**config.mk**
```make
export PLATFORM = sky130hd
export DESIGN_NAME = instr_fetch_unit
export DESIGN_NICKNAME = d
export VERILOG_FILES = /design/src/rtl/instr_fetch_unit.sv
export SDC_FILE = /design/constraint.sdc
export NUM_CORES = 1
export LEC_CHECK = 0
export ABC_AREA = 1
export CORE_MARGIN = 5
export CORE_UTILIZATION = 30
export DETAILED_ROUTE_END_ITERATION = 16
export PLACE_DENSITY = 0.52
export SYNTH_ARGS = -nofsm -noshare
export SYNTH_HDL_FRONTEND = slang
export SYNTH_SLANG_ARGS = --single-unit
export TNS_END_PERCENT = 20
```
**constraint.sdc**
```tcl
create_clock -name clk -period 4.5 [get_ports clk]
set_clock_uncertainty 0.2 [all_clocks]
set_input_delay 0.9 -clock clk [delete_from_list [all_inputs] [get_ports clk]]
set_output_delay 0.9 -clock clk [all_outputs]
set_load 0.05 [all_outputs]
```
**src/rtl/instr_fetch_unit.sv**
```systemverilog
`default_nettype none
// ============================================================================
// Module      : instr_fetch_unit
// Description : Fetch stage ahead of decode/execute. Owns the fetch PC, issues
//               in-order imem reads under a credit limit, buffers responses in
//               a first-word-fall-through prefetch queue and presents one
//               instruction per cycle over valid/ready. Redirects flush the
//               queue and discard responses still in flight.
//               Optional macro FETCH_PERF_EN adds saturating perf counters.
// Revision    : 1.0 - initial release
// ============================================================================
module instr_fetch_unit #(
  parameter int              PC_W     = 19,
  parameter int              INSTR_W  = 19,
  parameter int              QDEPTH   = 4,
  parameter logic [PC_W-1:0] RESET_PC = '0
) (
  input  logic               clk,
  input  logic               reset,
  output logic               imem_req,
  output logic [PC_W-1:0]    imem_addr,
  input  logic               imem_rvalid,
  input  logic [INSTR_W-1:0] imem_rdata,
  input  logic               redirect_valid,
  input  logic [PC_W-1:0]    redirect_pc,
  output logic               instr_valid,
  input  logic               instr_ready,
  output logic [INSTR_W-1:0] instr,
  output logic [PC_W-1:0]    instr_pc
`ifdef FETCH_PERF_EN
  ,
  output logic [31:0]        perf_fetched,
  output logic [31:0]        perf_stall,
  output logic [15:0]        perf_flush
`endif
);

  localparam int PTR_W = $clog2(QDEPTH);
  localparam int CNT_W = $clog2(QDEPTH) + 1;
  localparam logic [CNT_W:0] C_DEPTH = (CNT_W + 1)'(QDEPTH);

  logic [PC_W-1:0]    fetch_pc_q, fetch_pc_d;
  logic [CNT_W-1:0]   out_q, out_d;
  logic [CNT_W-1:0]   drop_q, drop_d;
  logic [CNT_W-1:0]   cnt_q, cnt_d;
  logic [PTR_W-1:0]   rd_q, rd_d;
  logic [PTR_W-1:0]   wr_q, wr_d;
  logic [INSTR_W-1:0] data_q [QDEPTH];
  logic [PC_W-1:0]    tag_q  [QDEPTH];

  logic               rsp;
  logic               push;
  logic               pop;
  logic [PC_W-1:0]    rsp_tag;

  // Handshake outputs, credit check and response classification
  always_comb begin
    instr_valid = !reset && (cnt_q != '0);
    imem_req    = !reset && !redirect_valid &&
                  (({1'b0, cnt_q} + {1'b0, out_q}) < C_DEPTH);
    imem_addr   = reset ? RESET_PC : fetch_pc_q;
    instr       = instr_valid ? data_q[rd_q] : '0;
    instr_pc    = instr_valid ? tag_q[rd_q]  : '0;
    // Guard on out_q keeps the counter from underflowing on a stray rvalid
    rsp         = imem_rvalid && !reset && (out_q != '0);
    push        = rsp && !redirect_valid && (drop_q == '0);
    pop         = instr_valid && instr_ready;
    // Surviving in-flight requests are contiguous and end at fetch_pc-1,
    // so the oldest one's address is fetch_pc minus their count
    rsp_tag     = fetch_pc_q - PC_W'(out_q - drop_q);
  end

  // Next-state for PC, credit counters and queue pointers
  always_comb begin
    fetch_pc_d = fetch_pc_q;
    out_d      = out_q + CNT_W'(imem_req) - CNT_W'(rsp);
    drop_d     = drop_q;
    cnt_d      = cnt_q + CNT_W'(push) - CNT_W'(pop);
    rd_d       = rd_q + PTR_W'(pop);
    wr_d       = wr_q + PTR_W'(push);
    if (redirect_valid) begin
      fetch_pc_d = redirect_pc;
      drop_d     = out_q - CNT_W'(rsp);
      cnt_d      = '0;
      rd_d       = '0;
      wr_d       = '0;
    end else begin
      if (imem_req) begin
        fetch_pc_d = fetch_pc_q + PC_W'(1);
      end
      if (rsp && (drop_q != '0)) begin
        drop_d = drop_q - CNT_W'(1);
      end
    end
  end

  // Control state registers
  always_ff @(posedge clk) begin
    if (reset) begin
      fetch_pc_q <= RESET_PC;
      out_q      <= '0;
      drop_q     <= '0;
      cnt_q      <= '0;
      rd_q       <= '0;
      wr_q       <= '0;
    end else begin
      fetch_pc_q <= fetch_pc_d;
      out_q      <= out_d;
      drop_q     <= drop_d;
      cnt_q      <= cnt_d;
      rd_q       <= rd_d;
      wr_q       <= wr_d;
    end
  end

  // Queue storage; contents are only visible through a valid head entry
  always_ff @(posedge clk) begin
    if (push) begin
      data_q[wr_q] <= imem_rdata;
      tag_q[wr_q]  <= rsp_tag;
    end
  end

`ifdef FETCH_PERF_EN
  logic [31:0] perf_fetched_q;
  logic [31:0] perf_stall_q;
  logic [15:0] perf_flush_q;

  // Saturating event counters
  always_ff @(posedge clk) begin
    if (reset) begin
      perf_fetched_q <= '0;
      perf_stall_q   <= '0;
      perf_flush_q   <= '0;
    end else begin
      if (pop && (perf_fetched_q != '1)) perf_fetched_q <= perf_fetched_q + 32'd1;
      if (!instr_valid && (perf_stall_q != '1)) perf_stall_q <= perf_stall_q + 32'd1;
      if (redirect_valid && (perf_flush_q != '1)) perf_flush_q <= perf_flush_q + 16'd1;
    end
  end

  assign perf_fetched = perf_fetched_q;
  assign perf_stall   = perf_stall_q;
  assign perf_flush   = perf_flush_q;
`endif

endmodule
`default_nettype wire

```
Run 1, cell classes on the final placement:
Fill, decap, tap and diode cells in grey.
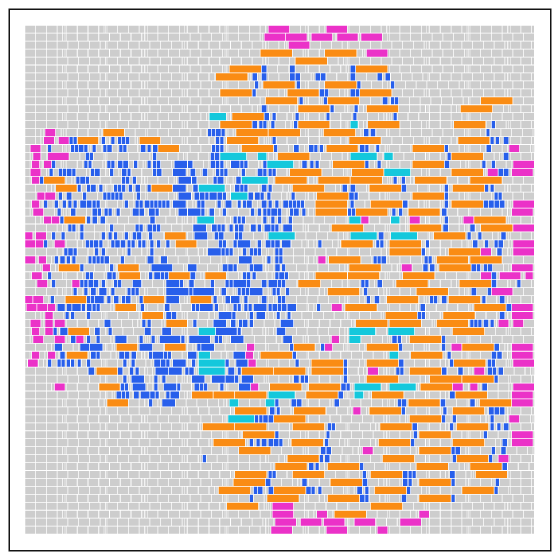
legend:
  cyan:
    class: clock drivers and dummy loads
    cells: 32
  magenta:
    class: other buffers and delay cells
    cells: 114
  blue:
    class: combinational and other logic
    cells: 789
  orange:
    class: flops
    cells: 184
proportion of cell area occupied by registers: 44.99%
Design Area, Final: 0.01157 mm2
number of placement rows: 64

Run 1, the clock network:
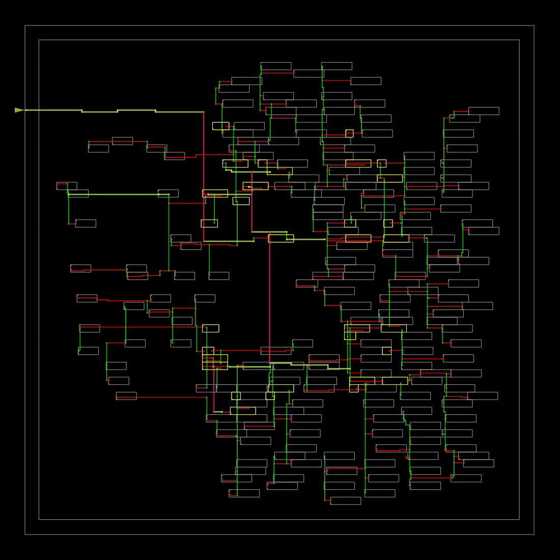
clock latency of the later-clocked register in the worst-skew pair: 0.43 ns
number of sinks on the clock net: 184
number of sequential cells in the layout: 184
CTS buffer count: 17
# clk buffers: 17

Run 1, routed metal, one colour a layer:
Scale bar: 50 um. Two of the layers only.
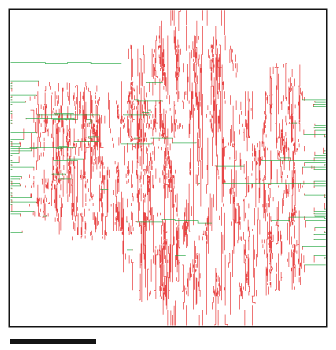
legend:
  red:
    layer: metal 2
    wire_length: 9920 um
  green:
    layer: metal 3
    wire_length: 1010 um
total global routing track utilization: 13.51%
final routed wirelength across all metal layers: 22340 um

==> results_slide.txt, run 1 <==
Run Summary

Yosys
  • Seq share, synth: 56.82%
  • Xor+xnor area frac: 2.008%
  • Syn. warnings: 0
  • Post-synth EDFFs: 152
  • Post-Syn Nets: 1092
  • Post-synthesis cell area: 0.009160 mm2
  • Compound-gate portion of the synthesized area: 9.794%
  • Most popular library cell in the synthesized design by count: nor2_1
  • MUX area fraction: 0%
  • Cells after synthesis: 1011
  • Cell taking the most area after synthesis: edfxtp_1
  • Post-synthesis cell count from yosys: 1011
  • Adder-cell share of the synthesized area: 5.518%
  • Main flop type after synthesis: edfxtp_1
  • Post-synthesis share of cell area spent on and, or, nand and nor gates: 20.38%
  • Post-synth area from yosys stat: 0.009160 mm2
  • Share of synthesized registers carrying an async set or reset: 0%
  • Syn Area/Cell: 9.060 um2
  • Share of the synthesized area in the top cell type: 49.83%
  • Commonest cells in the synthesized netlist: 234 x nor2_1, 173 x nand2_1, 152 x edfxtp_1, 97 x o21ai_0, 87 x inv_1

Global route
  • Met1 global-route usage: 19.06%
  • Initial antenna violation count: 1
  • Met2 GRT Util: 21.54%
  • Busiest grt layer: met2
  • Largest net degree at the start of global routing: 78
  • Global-route met3 utilization: 3.118%
  • Overflow left after global routing: 0
  • Global-route wire length before repair: 36540 um

Final layout
  • Fraction of layout instances using a drive strength above 1: 10.55%
  • Biggest registers after layout: data_q x76, tag_q x76, fetch_pc_q x19
  • Combinational cell area excluding buffers and inverters: 0.003497 mm2
  • Core Util, Final: 38.13%
  • Net count reported at finish: 1187
  • Final std cells w/o fill: 1515
  • Area growth from synthesis to layout: 26.32%
  • Most used cells in the layout excluding fill and tap cells: 230 x nor2_1, 173 x nand2_1, 152 x edfxtp_1
  • Diodes inserted: 0
  • Area occupied by registers: 0.005206 mm2

Die
  • Chip area: 0.03413 mm2
  • Overall die height: 184.7 um
  • Horiz. Die Dim: 184.7 um
  • Core Density at Floorplan: 30.18%
  • Ports placed on the boundary: 102
  • Core footprint: 0.03035 mm2

Setup path
  • Cell at the slowest stage of the critical path: clkdlybuf4s50_1
  • Crit path DRT: 3.40 ns
  • Crit path capture: instr[18]
  • Maximum fanout count along the critical path: 21
  • Worst reg-to-reg setup slack: 1.23 ns
  • Critical Path AT: 2.65 ns
  • RR Endpoint: tag_q[3][17]
  • Delay of the slowest cell on the worst path: 0.48 ns
  • Depth of the worst register-to-register path: 11
  • Cells along the critical path: clkdlybuf4s50_1 > inv_2 > o31ai_4 > buf_4 > a21oi_1 > buf_12
  • Kind of start point of the critical path: primary input
  • Total stage count of the critical path: 6
  • Startpoint of the lowest-slack register-to-register path: out_q[2]
  • CP Launch Point: reset

CTS
  • CTS clock-pin slew for the worst setup and hold paths: 0.07 ns
  • TritonCTS clock tree: built
  • Clock root buffer: clkbuf_16
  • Count of cells resized by post-cts repair: 0
  • Maximum count of clock buffers along a single path: 2

Power and ir drop
  • Worst VDD drop: 0.3165 mV
  • Clock network fraction of design power: 27.5%
  • Total power consumption of the routed design: 5.451 mW
  • Group drawing the most power: registers
  • Leakage: 4.473 nW
  • Combinational logic power: 1.69 mW
  • Clk. pwr: 1.50 mW
  • Power in sequential cells: 2.26 mW

Placed design
  • Placement-stage cell area: 0.01098 mm2
  • Placed insts: 1483
  • Sum of net half-perimeters after detailed placement: 14640 um
  • Setup slack after placement: 0.7417 ns
  • Number of port buffers: 101

Detailed routing
  • Tally of nets with antenna violations remaining after routing: 0
  • Post-detailed-route via-to-cell ratio: 4.580
  • Met3 wire length: 1006 um
  • Router iterations before antenna repair: 5
  • Total number of vias: 6938
  • Met1 Routed Length: 11250 um
  • Wire length on met2: 9924 um
  • Average routed wire per standard cell: 14.75 um
  • DRC viols: 0

STA
  • Actual transition at the worst max-transition pin: 1.198 ns
  • Post-route minimum period: 3.754 ns
  • Final setup violation count: 0
  • Hold Fails Final Rpt: 0
  • Final-layout worst hold slack: 0.2960 ns
  • Post-Route Setup TNS: 0 ns
  • Fmax: 266.4 MHz
  • Worst max-slew margin expressed relative to the limit: 20.11%
  • Share of the clock period used by the worst path after layout: 83.43%

Min path
  • Worst hold stages: 2
  • Hold path startpoint: drop_q[2]
  • Capture endpoint of the worst hold path: drop_q[2]

Run status
  • Outcome: complete, no violations

Run
  • Number of warnings in the stage logs: 29
[run 1: cells by family (layout without fill, tap and decap cells)]
group | count (synthesis) | in the layout
adders and majority gates | 38 | 38
DFF | 184 | 184
buffers and inverters | 126 | 234
AOI/OAI and AO/OA | 176 | 176
xor gates and xnor gates | 21 | 21
and+or+nand+nor | 466 | 466
[run 1: layout make-up]
type	instances	share of cell area [%]
clock buffers	17	3.676
clock inverters	15	1.449
inverters	88	2.855
multi-input cells	701	30.22
flip-flops and latches	184	44.99
well taps	396	4.282
repair buffers	114	12.52
==> run 2: changes to the inputs <==
--- a/config.mk
+++ b/config.mk
@@ -9,7 +9,7 @@
 export CORE_MARGIN = 5
 export CORE_UTILIZATION = 30
 export DETAILED_ROUTE_END_ITERATION = 16
-export PLACE_DENSITY = 0.52
+export PLACE_DENSITY = 0.54
 export SYNTH_ARGS = -nofsm -noshare
 export SYNTH_HDL_FRONTEND = slang
 export SYNTH_SLANG_ARGS = --single-unit
==> constraint.sdc (replaced) <==
create_clock -name clk -period 3.2 [get_ports clk]
set_clock_uncertainty 0.2 [all_clocks]
set_input_delay 0.64 -clock clk [delete_from_list [all_inputs] [get_ports clk]]
set_output_delay 0.64 -clock clk [all_outputs]
set_load 0.05 [all_outputs]
Run 2, floorplan with the power grid:
Scale bar: 50 um. Pins as bars on the die edge.
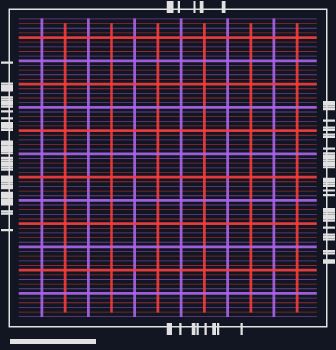
legend:
  purple:
    net: VSS
  red:
    net: VDD
met5 straps: 12
rows: 64
Horiz. Die Dim: 184.7 um
core footprint: 0.03035 mm2
overall die height: 184.7 um
Worst VDD drop: 0.3954 mV

Run 2, cell classes on the final placement:
Fill, decap, tap and diode cells in grey.
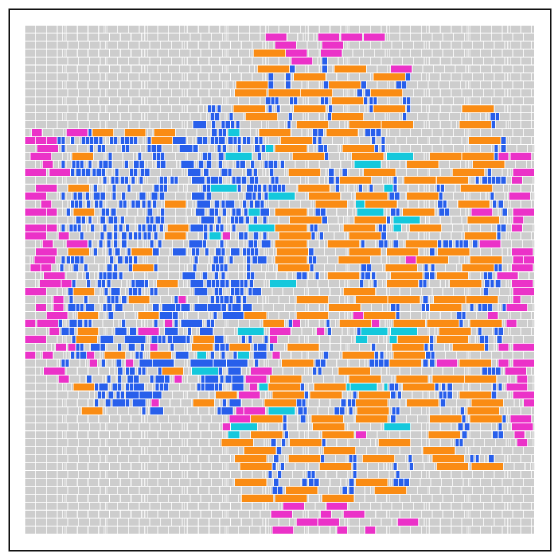
legend:
  cyan:
    class: clock drivers and dummy loads
    cells: 32
  magenta:
    class: other buffers and delay cells
    cells: 126
  blue:
    class: combinational and other logic
    cells: 789
  orange:
    class: flops
    cells: 184
Design Area, Final: 0.01195 mm2
Core Util, Final: 39.38%

Run 2, the clock network:
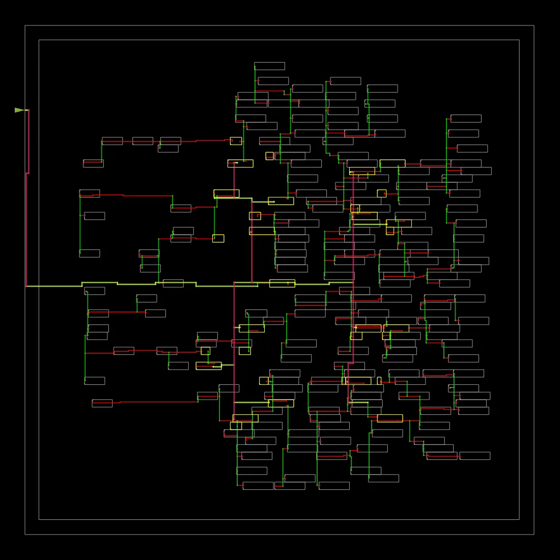
# clk buffers: 18
Clk. pwr: 2.00 mW

==> run 2 against run 1 <==
Compared with the run above:
- first-iteration DRC count is 21% higher
- register-to-register slack lost 0.91 ns
- non-clock buffer count increased by 12
- core utilization increased by 1.3 points
- clock power rose by 33%
- largest cell class unchanged
- highest routed layer is now met4
- setup slack lost 0.52 ns
- synthesized cell count unchanged
- routed wire length shrank 1.0%
==> results_slide.txt, run 2 <==
Run Summary

Yosys
  • Post-synth EDFFs: 152 (unchanged)
  • Post-Syn Nets: 1092 (unchanged)
  • Syn. warnings: 0 (unchanged)
  • Synthesized flop and latch total: 184
  • Post-synth area from yosys stat: 0.009160 mm2 (unchanged)
  • Xor+xnor area frac: 2.008% (unchanged)
  • Commonest cells in the synthesized netlist: 234 x nor2_1, 173 x nand2_1, 152 x edfxtp_1, 97 x o21ai_0, 87 x inv_1
  • Most popular library cell in the synthesized design by count: nor2_1
  • Cell taking the most area after synthesis: edfxtp_1
  • Share of synthesized registers carrying an async set or reset: 0% (unchanged)
  • MUX area fraction: 0% (unchanged)
  • Syn Area/Cell: 9.060 um2 (unchanged)
  • Post-synthesis cell area: 0.009160 mm2 (unchanged)
  • Main flop type after synthesis: edfxtp_1
  • Post-synthesis share of cell area spent on and, or, nand and nor gates: 20.38% (unchanged)
  • Share of the synthesized area in the top cell type: 49.83% (unchanged)
  • Compound-gate portion of the synthesized area: 9.794% (unchanged)
  • Post-synthesis cell count from yosys: 1011 (unchanged)

Setup path
  • CP Launch Point: reset
  • RR Endpoint: tag_q[0][17]
  • WS Path Type: primary input to primary output
  • Depth of the worst register-to-register path: 13 (+2)
  • Total stage count of the critical path: 6 (unchanged)
  • Crit path capture: instr_pc[6]
  • Kind of start point of the critical path: primary input
  • Cells along the critical path: clkdlybuf4s50_1 > inv_2 > o31ai_4 > buf_12 > a21oi_1 > buf_12
  • Cell at the slowest stage of the critical path: clkdlybuf4s50_1
  • Startpoint of the lowest-slack register-to-register path: drop_q[2]
  • Crit path buffers/inverters: 4
  • Endpoint class of the critical path: primary output
  • Maximum fanout count along the critical path: 39 (+86%)
  • Crit path DRT: 2.36 ns (-1.04 ns)
  • Delay of the slowest cell on the worst path: 0.46 ns (-0.02 ns)
  • Critical Path AT: 2.13 ns (-0.52 ns)

Placed design
  • Placed insts: 1495 (+0.81%)
  • Placement-stage cell area: 0.01139 mm2 (+3.8%)
  • Sum of net half-perimeters after detailed placement: 14730 um (+0.66%)
  • Setup slack after placement: 0.1373 ns (-0.6044 ns)
  • Number of port buffers: 101 (unchanged)

Die
  • Number of placement rows: 64 (unchanged)
  • Chip area: 0.03413 mm2 (unchanged)
  • Core Density at Floorplan: 30.18% (unchanged)
  • Ports placed on the boundary: 102 (unchanged)
  • Number of tapcells: 396 (unchanged)

CTS
  • Maximum count of clock buffers along a single path: 2 (unchanged)
  • Number of sinks on the clock net: 184 (unchanged)
  • TritonCTS clock tree: built
  • CTS buffer count: 17 (unchanged)
  • CTS clock-pin slew for the worst setup and hold paths: 0.07 ns (about the same)
  • Post-CTS setup-driven buffer insertion count: 0
  • Count of cells resized by post-cts repair: 0 (unchanged)
  • Clock latency of the later-clocked register in the worst-skew pair: 0.43 ns (about the same)

Final layout
  • Number of combinational gates with multiple inputs: 701 (unchanged)
  • Area occupied by registers: 0.005206 mm2 (unchanged)
  • Net count reported at finish: 1199 (+1.0%)
  • Final std cells w/o fill: 1527 (+0.79%)
  • Fraction of layout instances using a drive strength above 1: 11.32% (+0.77 points)
  • Most frequent logic cell in the layout: nor2_1
  • Diodes inserted: 0 (unchanged)
  • Combinational cell area excluding buffers and inverters: 0.003497 mm2 (unchanged)
  • Non-clock buffering overhead in the final layout: 15.60% (+3.1 points)
  • Logic gate fraction of the total cell area: 29.26% (-0.96 points)
  • Most used cells in the layout excluding fill and tap cells: 230 x nor2_1, 173 x nand2_1, 152 x edfxtp_1
  • Number of logic inverters in the finished layout: 88 (unchanged)
  • Proportion of cell area occupied by registers: 43.56% (-1.4 points)
  • Number of fillers in the final layout: 3018
  • Biggest registers after layout: data_q x76, tag_q x76, fetch_pc_q x19
  • ClkCell Share: 4.669% (-0.46 points)
  • Area growth from synthesis to layout: 30.47%
  • Max-area cell class: flip-flops and latches
  • Buffers excl. clock: 126 (+11%)

Detailed routing
  • Final routed wirelength across all metal layers: 22110 um (-1.0%)
  • Total number of vias: 6898 (-0.58%)
  • Average routed wire per standard cell: 14.48 um (-1.8%)
  • DRC viols: 0 (unchanged)
  • Router iterations before antenna repair: 5 (unchanged)
  • Tally of nets with antenna violations remaining after routing: 0 (unchanged)

Global route
  • Total global routing track utilization: 13.18% (-0.33 points)
  • Initial antenna violation count: 0 (-1)
  • Global-route wire length before repair: 35910 um (-1.7%)
  • Overflow left after global routing: 0 (unchanged)

STA
  • Final-layout worst hold slack: 0.2929 ns (-0.003057 ns)
  • Final setup violation count: 0 (unchanged)
  • Post-route minimum period: 2.972 ns
  • Worst max-slew margin expressed relative to the limit: 65.51% (+45 points)
  • Post-route worst setup slack: 0.2277 ns
  • Hold Fails Final Rpt: 0 (unchanged)
  • Post-Route Setup TNS: 0 ns (unchanged)
  • Actual transition at the worst max-transition pin: 0.5174 ns (-0.6810 ns)
  • Share of the clock period used by the worst path after layout: 92.89%

Power and ir drop
  • Total power consumption of the routed design: 7.647 mW (+40%)
  • Combinational logic power: 2.48 mW (+47%)
  • Proportion of total power due to net switching: 34.99%
  • Leakage: 4.593 nW (+2.7%)
  • Power in sequential cells: 3.16 mW (+40%)
  • Group drawing the most power: registers
  • Clock network fraction of design power: 26.2% (-1.3 points)

Min path
  • Worst hold stages: 2 (unchanged)
  • Hold path startpoint: drop_q[2]
  • Capture endpoint of the worst hold path: drop_q[2]

Run
  • Number of warnings in the stage logs: 30 (+3.4%)

Run status
  • Outcome: complete, no violations
-- run 2: cell count changes in the layout (fill, tap and decap cells not counted), moves of 2 or more --
cell        delta
buf_12        +26
clkinvlp_4     +2
inv_6          -2
clkinv_8       -3
buf_4         -14
inv_8          +3
-- run 2: metal layers --
| metal | vias to the layer above | wire (um) | global-route usage [%] |
|---|---|---|---|
| met2 | 131 | 10020 | 21.22 |
| met4 | 0 | 258 | 3.142 |
| met5 | - | 0 | 0 |
| met3 | 21 | 984 | 2.684 |
| li1 | 3590 | - | - |
| met1 | 3156 | 10850 | 18.39 |
-- run 2: cell families after synthesis --
| kind of cell | after synthesis |
|---|---|
| adder cells (fa/ha/maj) | 38 |
| flip-flops | 184 |
| AND/OR/NAND/NOR | 466 |
| AND-OR/OR-AND | 176 |
| XOR/XNOR | 21 |
| buffers and inverters | 126 |
==> run 3: changes to the inputs <==
--- a/config.mk
+++ b/config.mk
@@ -6,6 +6,7 @@
 export NUM_CORES = 1
 export LEC_CHECK = 0
 export ABC_AREA = 1
+export CAP_MARGIN = 40
 export CORE_MARGIN = 5
 export CORE_UTILIZATION = 30
 export DETAILED_ROUTE_END_ITERATION = 16
Run 3, floorplan with the power grid:
Scale bar: 50 um. Pins as bars on the die edge.
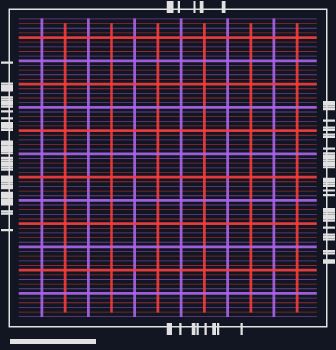
legend:
  purple:
    net: VSS
  red:
    net: VDD
signal pins: 102
met5 straps: 12
met4 straps: 12

Run 3, the clock network:
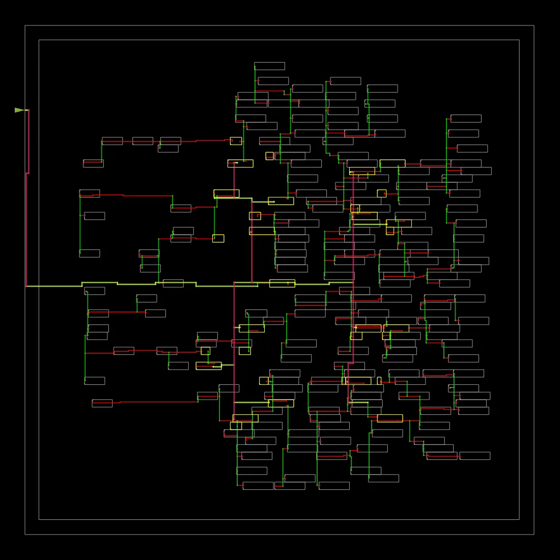

Run 3, cell classes on the final placement:
Fill, decap, tap and diode cells in grey.
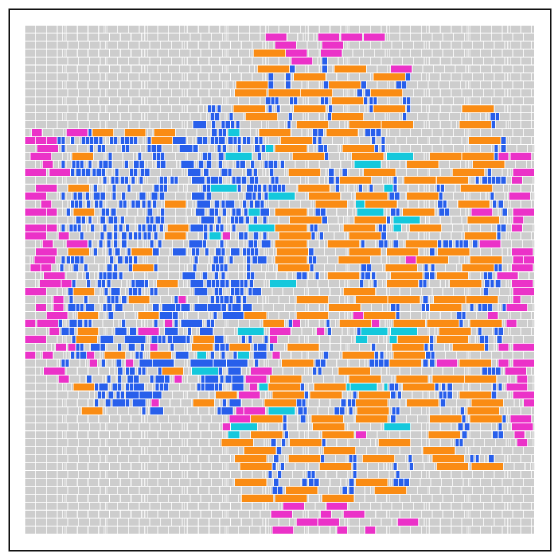
legend:
  blue:
    class: combinational and other logic
    cells: 789
  cyan:
    class: clock drivers and dummy loads
    cells: 32
  orange:
    class: flops
    cells: 184
  magenta:
    class: other buffers and delay cells
    cells: 126
proportion of cell area occupied by registers: 43.56%

==> run 3 against run 2 <==
Compared with the run above:
- maximum frequency stayed put
- clock power hardly changed
- register-to-register slack hardly changed
- cell area stayed put
- flip-flop count stayed put
- global-route usage stayed put
- combinational power hardly changed
- cell count stayed put
- largest power group unchanged
- highest routed layer unchanged
==> results_slide.txt, run 3 <==
Run Summary

Power and ir drop
  • Clock network fraction of design power: 26.2% (about the same)
  • Power in sequential cells: 3.16 mW (about the same)
  • Proportion of total power due to net switching: 34.99% (unchanged)
  • Flop pwr share: 41.3%
  • Combinational share of power: 32.4%
  • Total power consumption of the routed design: 7.647 mW (unchanged)
  • Worst VDD drop: 0.3954 mV (unchanged)
  • Total power divided by cell area: 639.8 mW/mm2
  • Combinational logic power: 2.48 mW (about the same)
  • Sw Pwr: 2.675 mW
  • Clk. pwr: 2.00 mW (about the same)
  • Group drawing the most power: registers
  • Leakage: 4.593 nW (unchanged)
  • Internal power: 4.971 mW

STA
  • Fmax: 336.4 MHz
  • Actual transition at the worst max-transition pin: 0.5174 ns (unchanged)
  • Hold Fails Final Rpt: 0 (unchanged)
  • Post-route worst setup slack: 0.2277 ns (unchanged)
  • Post-Route Setup TNS: 0 ns (unchanged)
  • Share of the clock period used by the worst path after layout: 92.89% (unchanged)
  • Final-layout worst hold slack: 0.2929 ns (unchanged)
  • Final setup violation count: 0 (unchanged)
  • Worst max-slew margin expressed relative to the limit: 65.51% (unchanged)
  • Post-route minimum period: 2.972 ns (unchanged)
  • Unrepaired setup endpoints after global routing: no
  • Number of pins with negative max-slew slack in the final report: 0

Detailed routing
  • Post-detailed-route via-to-cell ratio: 4.517
  • Final routed wirelength across all metal layers: 22110 um (unchanged)
  • Tally of nets with antenna violations remaining after routing: 0 (unchanged)
  • Total number of vias: 6898 (unchanged)
  • DRC viols: 0 (unchanged)
  • Iteration-0 DRC count of the detailed router: 388
  • Average routed wire per standard cell: 14.48 um (unchanged)
  • Router iterations before antenna repair: 5 (unchanged)

Setup path
  • Cells along the critical path: clkdlybuf4s50_1 > inv_2 > o31ai_4 > buf_12 > a21oi_1 > buf_12
  • Crit path DRT: 2.36 ns (about the same)
  • Crit path capture: instr_pc[6]
  • Critical Path AT: 2.13 ns (about the same)
  • RR Endpoint: tag_q[0][17]
  • Delay of the slowest cell on the worst path: 0.46 ns (about the same)
  • Startpoint of the lowest-slack register-to-register path: drop_q[2]
  • CP delay by family, top: buffers and inverters
  • Worst reg-to-reg setup slack: 0.32 ns
  • Kind of start point of the critical path: primary input
  • Most used cell, CP: buf_12
  • WS Path Type: primary input to primary output
  • Endpoint class of the critical path: primary output
  • CP Launch Point: reset
  • Total stage count of the critical path: 6 (unchanged)
  • Cell at the slowest stage of the critical path: clkdlybuf4s50_1
  • Depth of the worst register-to-register path: 13 (unchanged)
  • Crit path buffers/inverters: 4 (unchanged)
  • Maximum fanout count along the critical path: 39 (unchanged)

Final layout
  • Combinational cell area excluding buffers and inverters: 0.003497 mm2 (unchanged)
  • Final std cells w/o fill: 1527 (unchanged)
  • Buffers excl. clock: 126 (unchanged)
  • Most used cells in the layout excluding fill and tap cells: 230 x nor2_1, 173 x nand2_1, 152 x edfxtp_1
  • Non-clock buffering overhead in the final layout: 15.60% (unchanged)
  • Diodes inserted: 0 (unchanged)
  • Area occupied by registers: 0.005206 mm2 (unchanged)
  • Logic gate fraction of the total cell area: 29.26% (unchanged)
  • Max-area cell class: flip-flops and latches
  • # clk buffers: 18 (unchanged)
  • Core Util, Final: 39.38% (unchanged)
  • Area growth from synthesis to layout: 30.47% (unchanged)
  • ClkCell Share: 4.669% (unchanged)
  • Most frequent logic cell in the layout: nor2_1
  • Design Area, Final: 0.01195 mm2 (unchanged)
  • Number of fillers in the final layout: 3018 (unchanged)
  • Number of logic inverters in the finished layout: 88 (unchanged)
  • Number of sequential cells in the layout: 184
  • Net count reported at finish: 1199 (unchanged)
  • Number of combinational gates with multiple inputs: 701 (unchanged)
  • Biggest registers after layout: data_q x76, tag_q x76, fetch_pc_q x19
  • Fraction of layout instances using a drive strength above 1: 11.32% (unchanged)

Run
  • # Max-Cap Violations: 0
  • Number of warnings in the stage logs: 30 (unchanged)

Die
  • Number of tapcells: 396 (unchanged)
  • Chip area: 0.03413 mm2 (unchanged)
  • Overall die height: 184.7 um (unchanged)
  • Core footprint: 0.03035 mm2 (unchanged)
  • Number of placement rows: 64 (unchanged)
  • Core Density at Floorplan: 30.18% (unchanged)
  • Ports placed on the boundary: 102 (unchanged)
  • Horiz. Die Dim: 184.7 um (unchanged)

CTS
  • Clock latency of the later-clocked register in the worst-skew pair: 0.43 ns (about the same)
  • Number of sinks on the clock net: 184 (unchanged)
  • CTS clock-pin slew for the worst setup and hold paths: 0.07 ns (about the same)
  • Number of buffers added to fix hold violations after cts: 0
  • Maximum count of clock buffers along a single path: 2 (unchanged)
  • CTS buffer count: 17 (unchanged)
  • Clock root buffer: clkbuf_16
  • Post-CTS setup-driven buffer insertion count: 0 (unchanged)
  • Deepest level of the CTS H-tree: 4
  • Count of cells resized by post-cts repair: 0 (unchanged)
  • TritonCTS clock tree: built

Yosys
  • Share of the synthesized area in the top cell type: 49.83% (unchanged)
  • Most popular library cell in the synthesized design by count: nor2_1
  • Post-synthesis cell count from yosys: 1011 (unchanged)
  • Post-synthesis cell area: 0.009160 mm2 (unchanged)
  • Unique masters post-synth: 30
  • Post-synth area from yosys stat: 0.009160 mm2 (unchanged)
  • Syn Area/Cell: 9.060 um2 (unchanged)
  • Seq share, synth: 56.82%
  • Commonest cells in the synthesized netlist: 234 x nor2_1, 173 x nand2_1, 152 x edfxtp_1, 97 x o21ai_0, 87 x inv_1
  • Cells after synthesis: 1011
  • Post-synth EDFFs: 152 (unchanged)
  • Synthesized flop and latch total: 184 (unchanged)
  • Post-Syn Nets: 1092 (unchanged)
  • Share of synthesized registers carrying an async set or reset: 0% (unchanged)
  • Main flop type after synthesis: edfxtp_1
  • Cell taking the most area after synthesis: edfxtp_1
  • Top cells by area, synth: edfxtp_1 50%, nor2_1 9.6%, nand2_1 7.1%
  • Syn. warnings: 0 (unchanged)

Placed design
  • Number of port buffers: 101 (unchanged)
  • Sum of net half-perimeters after detailed placement: 14730 um (unchanged)
  • Placement-stage cell area: 0.01139 mm2 (unchanged)
  • Setup slack after placement: 0.1373 ns (unchanged)
  • Routability congestion estimate from global placement: 0.8174
  • Placed insts: 1495 (unchanged)

Global route
  • Total global routing track utilization: 13.18% (unchanged)
  • Global-route wire length before repair: 35910 um (unchanged)
  • Vias in the first global route: 6896
  • Initial antenna violation count: 0 (unchanged)
  • Overflow left after global routing: 0 (unchanged)
  • Largest net degree at the start of global routing: 78

Min path
  • Capture endpoint of the worst hold path: drop_q[2]
  • HP Class: flop to flop
  • Worst hold stages: 2 (unchanged)
  • Hold path startpoint: drop_q[2]

Run status
  • Outcome: complete, no violations
## run 3: cell counts in the layout (fill, tap and decap cells not counted)
Identical to the previous run, type by type.
## run 3: kinds of logic after synthesis
group | after synthesis | share of synthesized area, %
AND/OR/NAND/NOR | 466 | 20.38
flip-flops | 184 | 56.82
AND-OR/OR-AND | 176 | 9.794
buffers and inverters | 126 | 5.477
adder cells (fa/ha/maj) | 38 | 5.518
XOR/XNOR | 21 | 2.008
## run 3: routing by layer
metal / vias to the layer above / global-route usage (%) / wire, um
met4: 0 / 3.142 / 258
met3: 21 / 2.684 / 984
met5: - / 0 / 0
met2: 131 / 21.22 / 10020
met1: 3156 / 18.39 / 10850
li1: 3590 / - / -
Power is estimated from default activity; no workload was simulated.
